==> config.mk <==
export PLATFORM = sky130hd
export DESIGN_NAME = gray_reader
export DESIGN_NICKNAME = d
export VERILOG_FILES = /design/src/rtl/gray_reader.sv
export SDC_FILE = /design/constraint.sdc
export NUM_CORES = 1
export LEC_CHECK = 0
export ABC_AREA = 1
export CAP_MARGIN = 20
export CORE_MARGIN = 2
export CORE_UTILIZATION = 40
export DETAILED_ROUTE_END_ITERATION = 7
export GPL_TIMING_DRIVEN = 0
export PLACE_DENSITY = 0.67
export SYNTH_ARGS = -nofsm -noshare
export SYNTH_HDL_FRONTEND = slang
export SYNTH_SLANG_ARGS = --single-unit
==> constraint.sdc <==
create_clock -name clki -period 4.9 [get_ports clki]
set_clock_uncertainty 0.15 [all_clocks]
set_input_delay 0.49 -clock clki [delete_from_list [all_inputs] [get_ports clki]]
set_output_delay 0.49 -clock clki [all_outputs]
set_load 0.01 [all_outputs]
==> src/rtl/gray_reader.sv <==
// Gray-coded input decoder: synchronize, debounce, convert to binary, classify steps, track position.
// Optional saturating illegal-jump counter enabled by defining GRAY_READER_ERRCNT_EN.
module gray_reader #(
    parameter int BITS          = 5,
    parameter int SYNC_STAGES   = 2,
    parameter int STABLE_CYCLES = 4,
    parameter int POS_W         = 16
) (
    input  logic             clki,
    input  logic             resetn,
    input  logic [BITS-1:0]  gray_in,
    output logic [BITS-1:0]  bin_out,
    output logic             valid,
    output logic             step_up,
    output logic             step_dn,
    output logic             err,
    output logic [POS_W-1:0] position,
    output logic [7:0]       err_cnt,
    output logic             state_dbg
);

    // Output protocol: valid rises with the first accepted value and holds until reset;
    // step_up/step_dn/err are single-cycle pulses registered with bin_out, no backpressure.

    typedef enum logic {INIT = 1'b0, TRACK = 1'b1} state_t;

    localparam logic [7:0]      STABLE = 8'(STABLE_CYCLES);
    localparam logic [BITS-1:0] ONE    = BITS'(1);
    localparam logic [BITS-1:0] MINUS1 = '1;

    state_t          state;
    logic [BITS-1:0] sync_q [SYNC_STAGES];
    logic [BITS-1:0] cand;
    logic [7:0]      cnt;
    logic [BITS-1:0] s;
    logic [BITS-1:0] dec;
    logic [BITS-1:0] delta;
    logic            changed;
    logic            accept;
    logic            err_evt;

    assign state_dbg = logic'(state);

    always_ff @(posedge clki) begin
        if (!resetn) begin
            for (int i = 0; i < SYNC_STAGES; i++) sync_q[i] <= '0;
        end else begin
            sync_q[0] <= gray_in;
            for (int i = 1; i < SYNC_STAGES; i++) sync_q[i] <= sync_q[i-1];
        end
    end

    // Accept fires on the edge where the stability count first reaches STABLE_CYCLES.
    always_comb begin
        s       = sync_q[SYNC_STAGES-1];
        changed = (s != cand);
        accept  = changed ? (STABLE == 8'd1) : (cnt == STABLE - 8'd1);
        dec     = '0;
        for (int i = 0; i < BITS; i++) dec[i] = ^(s >> i);
        delta   = dec - bin_out;
        err_evt = accept && (state == TRACK) && (delta != '0) &&
                  (delta != ONE) && (delta != MINUS1);
    end

    always_ff @(posedge clki) begin
        if (!resetn) begin
            state    <= INIT;
            cand     <= '0;
            cnt      <= '0;
            bin_out  <= '0;
            valid    <= 1'b0;
            step_up  <= 1'b0;
            step_dn  <= 1'b0;
            err      <= 1'b0;
            position <= '0;
        end else begin
            step_up <= 1'b0;
            step_dn <= 1'b0;
            err     <= 1'b0;
            if (changed) begin
                cand <= s;
                cnt  <= 8'd1;
            end else if (cnt < STABLE) begin
                cnt <= cnt + 8'd1;
            end
            if (accept) begin
                bin_out <= dec;
                case (state)
                    INIT: begin
                        valid <= 1'b1;
                        state <= TRACK;
                    end
                    TRACK: begin
                        if (delta == ONE) begin
                            step_up  <= 1'b1;
                            position <= position + POS_W'(1);
                        end else if (delta == MINUS1) begin
                            step_dn  <= 1'b1;
                            position <= position - POS_W'(1);
                        end else if (delta != '0) begin
                            err <= 1'b1;
                        end
                    end
                    default: state <= INIT;
                endcase
            end
        end
    end

`ifdef GRAY_READER_ERRCNT_EN
    always_ff @(posedge clki) begin
        if (!resetn) begin
            err_cnt <= '0;
        end else if (err_evt && (err_cnt != 8'hFF)) begin
            err_cnt <= err_cnt + 8'd1;
        end
    end
`else
    assign err_cnt = '0;
    logic unused_err_evt;
    assign unused_err_evt = err_evt;
`endif

endmodule

Fig. 1: M1 wires
Supply wires on this layer in gray.
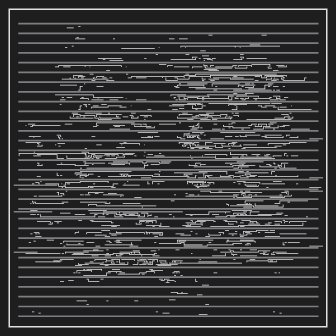
longest straight run: 27.6 microns
main direction: horizontal
share of all routed wire: 47%
nets with wire on the layer: 441
wire length on this layer: 2,560 microns
GR Layer Usage met1: 0.193
via count: 2,473
final wirelength: 5490 microns

Fig. 2: metal 2
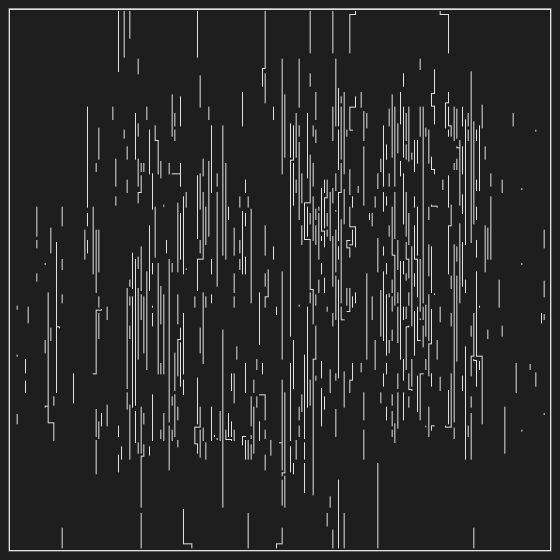
share of all routed wire: 48%
longest straight run: 32.0 microns
main direction: vertical
nets with wire on the layer: 374
wire length on this layer: 2,660 microns
met2 Resource Use GR: 0.282

Fig. 3: signal wires on met3
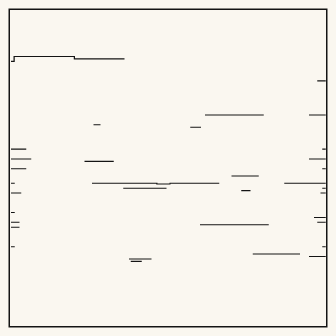
main direction: horizontal
wire length on this layer: 216 microns
share of all routed wire: 3.9%
longest straight run: 18.9 microns
nets with wire on the layer: 32
met3 usage: 0.0311

==> flow_metrics.env <==
# implementation run metrics
export IMPL_status="completed"
export IMPL_drive_above_1_share=0.0689
export IMPL_finalHoldWorstSlack_ns=0.269
export IMPL_cp_startpoint="sync_q[0][9]"
export IMPL_cts_buffer_depth=2
export IMPL_ys_warn_count=0
export IMPL_overflow=0
export IMPL_yosysSeqAreaShare=0.347
export IMPL_leakagePower_nw=1.69
export IMPL_crit_type="flip-flop to flip-flop"
export IMPL_worstPathRequired_ns=4.96
export IMPL_die_area_sq_um=7760
export IMPL_power_per_cell_area_nw_per_um2=267
export IMPL_num_fill_cells=723
export IMPL_totalPowerFinal_w=0.000909
export IMPL_grt_max_degree=18
export IMPL_synth_cells=404
export IMPL_hold_start="sync_q[0][4]"
export IMPL_setup_viol=0
export IMPL_yosysCellCount=404
export IMPL_critPathBufInv=1
export IMPL_r2r_setup_slack_ns=0.54
export IMPL_cts_tree="built"
export IMPL_first_global_vias=2292
export IMPL_cpMostUsedCell="nand2_1"
export IMPL_clk_share=0.0342
export IMPL_fin_tns_setup_ns=0
export IMPL_n_all_buffers=45
export IMPL_drt_iter0_drc=88
export IMPL_area_growth_pct=20.3
export IMPL_r2r_start="sync_q[0][9]"
export IMPL_vdd_drop_max_mv=0.220
export IMPL_synth_cell_types=30
export IMPL_whs_path_depth=2
Fig. 4: clock wiring as the flow saved it
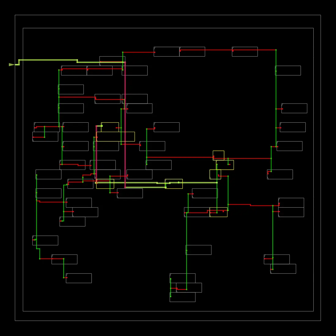
Clock Power: 0.000301 W
CTS sink cnt: 49
Num CTS Buffers: 5
clock buffers: 5

Fig. 5: signal metal coverage by tile
Bar = 20 microns. The die is cut into 18 by 18 equal tiles; dark purple is low, yellow is high, scaled to the fullest tile. Values are wire area over tile area, all layers added.
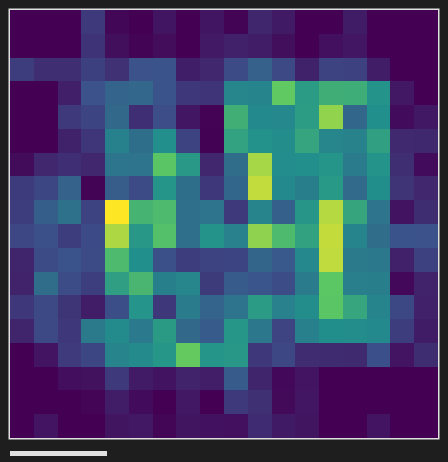
mean over tiles: 0.11
fullest tile: 0.44
tiles over half the peak: 15%
emptiest ninth of the die: upper left
nearly empty tiles: 19%
WL/cell: 10.1 microns
GRT Total Usage: 0.158

==> metrics by stage <==
| stage | setup slack, ns | utilization | cells | instance area, sq um |
|---|---|---|---|---|
| 6_report | 0.544 | 0.498 | 546 | 3400 |
| 5_1_grt | 0.117 | 0.498 | 546 | 3400 |
| 4_1_cts | 0.285 | 0.498 | 546 | 3400 |
| 3_5_place_dp | 0.301 | 0.481 | 538 | 3290 |
| 3_3_place_gp | 0.381 | 0.481 | 538 | 3290 |
| 2_1_floorplan | 0.998 | - | 411 | 2860 |
==> per-layer routing <==
metal	wire length, microns	GRT usage	vias to the layer above	share of wire
met5	0	0	-	0
met4	52	0.0413	0	0.0095
met3	216	0.0311	4	0.039
met2	2660	0.282	45	0.48
met1	2560	0.193	1095	0.47
li1	-	-	1329	-
==> power breakdown <==
part	total, W	internal (W)	leakage, nW	switching (W)
Combinational	0.000197	0.0000736	1.23	0.000123
Clock	0.000301	0.000156	0.0591	0.000145
Sequential	0.000412	0.000406	0.398	0.00000594
==> cell families after synthesis <==
family	Yosys count	synth area share
flip-flops	49	0.347
AND/OR/NAND/NOR	190	0.276
other	1	0.00133
buffers and inverters	74	0.115
adder cells (fa/ha/maj)	21	0.0982
XOR/XNOR	20	0.0699
AND-OR/OR-AND	49	0.0929
==> state kept, by name, summed over array words and instances (netlist names) <==
signal / count
err: 1
valid: 1
position: 16
step_dn: 1
cnt: 8
state_dbg: 1
step_up: 1
cand: 5
sync_q: 10
bin_out: 5
==> worst min-delay path, cell delays in order, from the launching register on <==
cell and delay, ns:
dfxtp_1 0.32, nand2_1 0.04, inv_1 0.04
No activity file was given, so power comes from the tool's default toggle rates.
